--- src/rtl/vec_wb_buffer_if.sv ---
// vec_wb_buffer_if
// Purpose: bundles the two handshakes of the vector write-back buffer.
//   The ALU-side push channel is in_valid/in_ready/in_vrt/in_tag.
//   The register-file-side drain channel is wb_valid/wb_ready/wb_data/wb_tag.
// Modports:
//   slave  - the buffer itself. It accepts pushes and presents write-backs.
//   master - the surroundings. This is the ALU stage plus the register-file
//            write port, or a testbench standing in for both.
interface vec_wb_buffer_if #(
  parameter int TAGW = 3
);
  logic            in_valid;
  logic            in_ready;
  logic [31:0]     in_vrt;
  logic [TAGW-1:0] in_tag;
  logic            wb_valid;
  logic            wb_ready;
  logic [31:0]     wb_data;
  logic [TAGW-1:0] wb_tag;

  modport slave (
    input  in_valid, in_vrt, in_tag, wb_ready,
    output in_ready, wb_valid, wb_data, wb_tag
  );

  modport master (
    output in_valid, in_vrt, in_tag, wb_ready,
    input  in_ready, wb_valid, wb_data, wb_tag
  );
endinterface

--- src/rtl/vec_wb_buffer.sv ---
// vec_wb_buffer
// Purpose: a small FIFO for vector ALU results on their way to the register
//   file. Each entry is a 32-bit result word plus its destination tag. The
//   buffer drains one entry per cycle into the write port. It also exports a
//   per-register pending map so issue can stall read-after-write hazards.
// Ports:
//   clk    - rising-edge clock
//   rst    - synchronous active-high reset; has priority over flush
//   flush  - synchronous discard of every queued entry; drops any push or pop
//            in the same cycle
//   bus    - slave side of the push (in_*) and write-back (wb_*) handshakes
//   pend   - bit t is high while any queued entry targets register t
//   count  - number of occupied entries
module vec_wb_buffer #(
  parameter int DEPTH = 4,
  parameter int TAGW  = 3
) (
  input  logic                     clk,
  input  logic                     rst,
  input  logic                     flush,
  vec_wb_buffer_if.slave           bus,
  output logic [(1<<TAGW)-1:0]     pend,
  output logic [$clog2(DEPTH):0]   count
);

  localparam int PW = $clog2(DEPTH);
  localparam int CW = PW + 1;
  localparam logic [CW-1:0] FULL = CW'(DEPTH);

  logic [31:0]     data_mem [DEPTH];
  logic [TAGW-1:0] tag_mem  [DEPTH];
  logic [PW-1:0]   rd_ptr;
  logic [PW-1:0]   wr_ptr;
  logic            push;
  logic            pop;
  logic [PW-1:0]   offset;

  // Handshake qualification. in_ready depends only on occupancy, so there is
  // no combinational path from wb_ready through to in_ready.
  always_comb begin
    bus.in_ready = (count < FULL);
    bus.wb_valid = (count != '0);
    bus.wb_data  = data_mem[rd_ptr];
    bus.wb_tag   = tag_mem[rd_ptr];
    push         = bus.in_valid && bus.in_ready;
    pop          = bus.wb_valid && bus.wb_ready;
  end

  // Payload storage has no reset. A slot is only ever read after it has been
  // written. Writes are suppressed during reset and flush, so a dropped push
  // leaves the slot untouched.
  always_ff @(posedge clk) begin
    if (push && !rst && !flush) begin
      data_mem[wr_ptr] <= bus.in_vrt;
      tag_mem[wr_ptr]  <= bus.in_tag;
    end
  end

  // Pointers and occupancy. Reset and flush share one clear path. A
  // simultaneous push and pop leaves the count unchanged.
  always_ff @(posedge clk) begin
    if (rst || flush) begin
      rd_ptr <= '0;
      wr_ptr <= '0;
      count  <= '0;
    end else begin
      if (push) wr_ptr <= wr_ptr + PW'(1);
      if (pop)  rd_ptr <= rd_ptr + PW'(1);
      case ({push, pop})
        2'b10:   count <= count + CW'(1);
        2'b01:   count <= count - CW'(1);
        default: count <= count;
      endcase
    end
  end

  // Pending map. A slot is occupied when its distance ahead of the read
  // pointer, taken modulo DEPTH, is less than the occupancy. Duplicate tags
  // simply OR together.
  always_comb begin
    pend   = '0;
    offset = '0;
    for (int i = 0; i < DEPTH; i++) begin
      offset = PW'(i) - rd_ptr;
      if ({1'b0, offset} < count) pend[tag_mem[i]] = 1'b1;
    end
  end

endmodule

--- src/flat_wrapper.sv ---
// flat-port wrapper written by rule: the top's interface ports become plain ports
module vec_wb_buffer_flat 
#(
  parameter int DEPTH = 4,
  parameter int TAGW  = 3
)
  (clk, rst, flush, pend, count, bus_in_valid, bus_in_vrt, bus_in_tag, bus_wb_ready, bus_in_ready, bus_wb_valid, bus_wb_data, bus_wb_tag);
  vec_wb_buffer_if #(.TAGW(TAGW)) bus_i ();
  input  logic clk;
  input  logic rst;
  input  logic flush;
  output logic [(1<<TAGW)-1:0] pend;
  output logic [$clog2(DEPTH):0] count;
  input wire logic [$bits(bus_i.in_valid)-1:0] bus_in_valid;
  input wire logic [$bits(bus_i.in_vrt)-1:0] bus_in_vrt;
  input wire logic [$bits(bus_i.in_tag)-1:0] bus_in_tag;
  input wire logic [$bits(bus_i.wb_ready)-1:0] bus_wb_ready;
  output wire logic [$bits(bus_i.in_ready)-1:0] bus_in_ready;
  output wire logic [$bits(bus_i.wb_valid)-1:0] bus_wb_valid;
  output wire logic [$bits(bus_i.wb_data)-1:0] bus_wb_data;
  output wire logic [$bits(bus_i.wb_tag)-1:0] bus_wb_tag;
  assign bus_i.in_valid = bus_in_valid;
  assign bus_i.in_vrt = bus_in_vrt;
  assign bus_i.in_tag = bus_in_tag;
  assign bus_i.wb_ready = bus_wb_ready;
  assign bus_in_ready = bus_i.in_ready;
  assign bus_wb_valid = bus_i.wb_valid;
  assign bus_wb_data = bus_i.wb_data;
  assign bus_wb_tag = bus_i.wb_tag;
  vec_wb_buffer #(.DEPTH(DEPTH), .TAGW(TAGW)) u_core (.clk(clk), .rst(rst), .flush(flush), .bus(bus_i), .pend(pend), .count(count));
endmodule
--- config.mk ---
export PLATFORM = sky130hd
export DESIGN_NAME = vec_wb_buffer_flat
export DESIGN_NICKNAME = d
export VERILOG_FILES = /design/src/rtl/vec_wb_buffer_if.sv /design/src/rtl/vec_wb_buffer.sv /design/src/flat_wrapper.sv
export SDC_FILE = /design/constraint.sdc
export NUM_CORES = 1
export LEC_CHECK = 0
export CAP_MARGIN = 20
export CORE_MARGIN = 8
export CORE_UTILIZATION = 41
export DETAILED_ROUTE_END_ITERATION = 8
export GPL_TIMING_DRIVEN = 0
export HOLD_SLACK_MARGIN = 0.06
export PLACE_DENSITY = 0.69
export SYNTH_ARGS = -nofsm -noshare
export SYNTH_HDL_FRONTEND = slang
export SYNTH_SLANG_ARGS = --single-unit
--- constraint.sdc ---
create_clock -name clk -period 2 [get_ports clk]
set_input_delay 0.3 -clock clk [delete_from_list [all_inputs] [get_ports clk]]
set_output_delay 0.3 -clock clk [all_outputs]
set_load 0.005 [all_outputs]
==> impl_metrics.csv <==
group,metric,value,unit
outcome,run_status,"finished with violations",
outcome,failed_checks,"negative setup slack",
synthesis,ys_seq_share,73.0,%
finish,logic_area,1630,um^2
place,placement.setup.worst_slack,-0.569,ns
worst_setup_path,critical_path.n_buffers_inverters,4,
final_timing,endpoints_failing_hold,0,
clock_network,tritoncts,"done",
worst_hold_path,worst_hold_path.endpoint,"u_core.data_mem[0][31]",
finish,antennaDiodeCount,0,
worst_setup_path,required,1.70,ns
worst_setup_path,peak_fanout_along_the_critical_path,4,
final_timing,report.final.setup_viol,39,
synthesis,synthAdderAreaFrac,2.21,%
clock_network,cts.repair_timing.setup_buffer_count,21,
final_timing,final_min_period_over_clock_period,124,%
place,post-place-cells,576,
worst_setup_path,critical_path.top_delay_family,"AND-OR/OR-AND gates",
pwr,power,6.92,mW
place,dp_hpwl,7.91,mm
worst_setup_path,start_point_of_the_critical_path,"u_core.rd_ptr[1]",
synthesis,simple_gate_share_of_the_synthesized_area,4.10,%
pwr,power_frac_clock,44.1,%
worst_hold_path,holdCritPathClass,"in -> reg",
drt,drt-initial-drc-count,154,
synthesis,synth-cells-yosys,302,
global_routing,globalRoute.busiestLayer,"met2",
clock_network,max_h_tree_level,4,
synthesis,synthesis.yosys.warnings,0,
final_timing,fin_ws,-0.487,ns
final_timing,fin_skew,0.00586,ns
final_timing,fmax,0.402,GHz
clock_network,cts.sink_count,149,
global_routing,wire_length_of_the_first_global_routing_pass,19.5,mm
placed.png
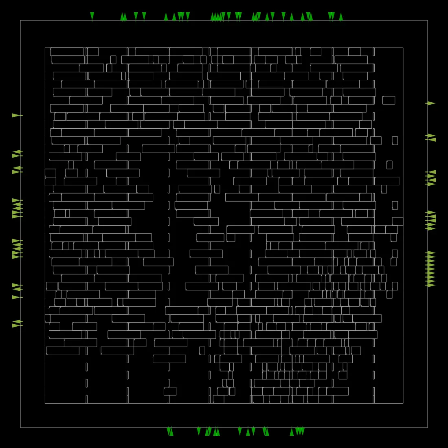
inserted tap cell count: 184
sequential cell area share: 53.5%
CORE AREA: 14400 um^2
sequential cells: 149

m2.png
Drawn at 3 px/um.
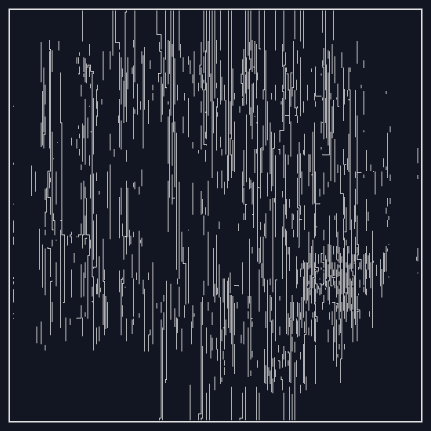
wire length on this layer: 6760 um
main direction: vertical
longest straight run: 68.0 um
met2 layer usage reported by global route: 24.2%
Vias: 3320
drt total wl: 12.6 mm

pinout.png
Drawn at 3 px/um. Pins as bars across the die edge, other pins in gray.
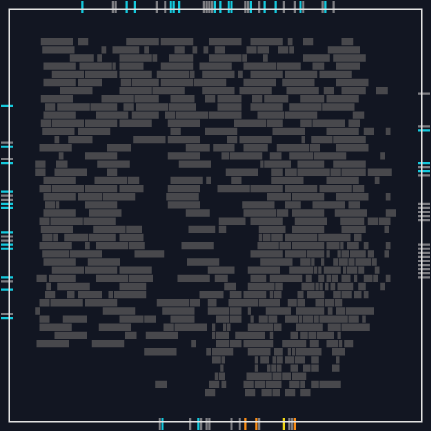
[cyan] bus_in_vrt | pins: 32 | direction: input | edge: 15 top, 12 left, 3 right, 2 bottom
[yellow] bus_in_valid | pins: 1 | direction: input | edge: bottom
[orange] count | pins: 3 | direction: output | edge: bottom
all pins by edge: 31 top, 21 right, 20 left, 16 bottom
buffers added on ports: 87
die height: 137 um
chip width: 137 um

layers.png
Drawn at 2 px/um. Only two layers are drawn.
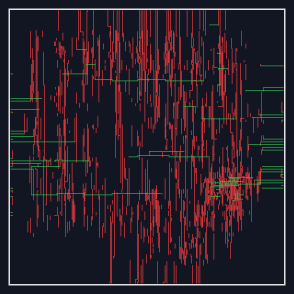
[red] M2 | wire length: 6760 um
[green] M3 | wire length: 724 um
DR WL/cell: 19.7 um
total global-route track usage: 14.1%

port_trees.png
Drawn at 2 px/um.
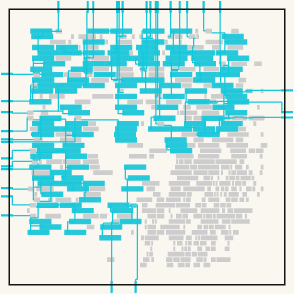
[cyan] bus_in_vrt | direction: input | end cells: 128 | buffers: 32 | wire: 1800 um
Top-Level Pins: 88

Power and IR drop assume default switching activity.
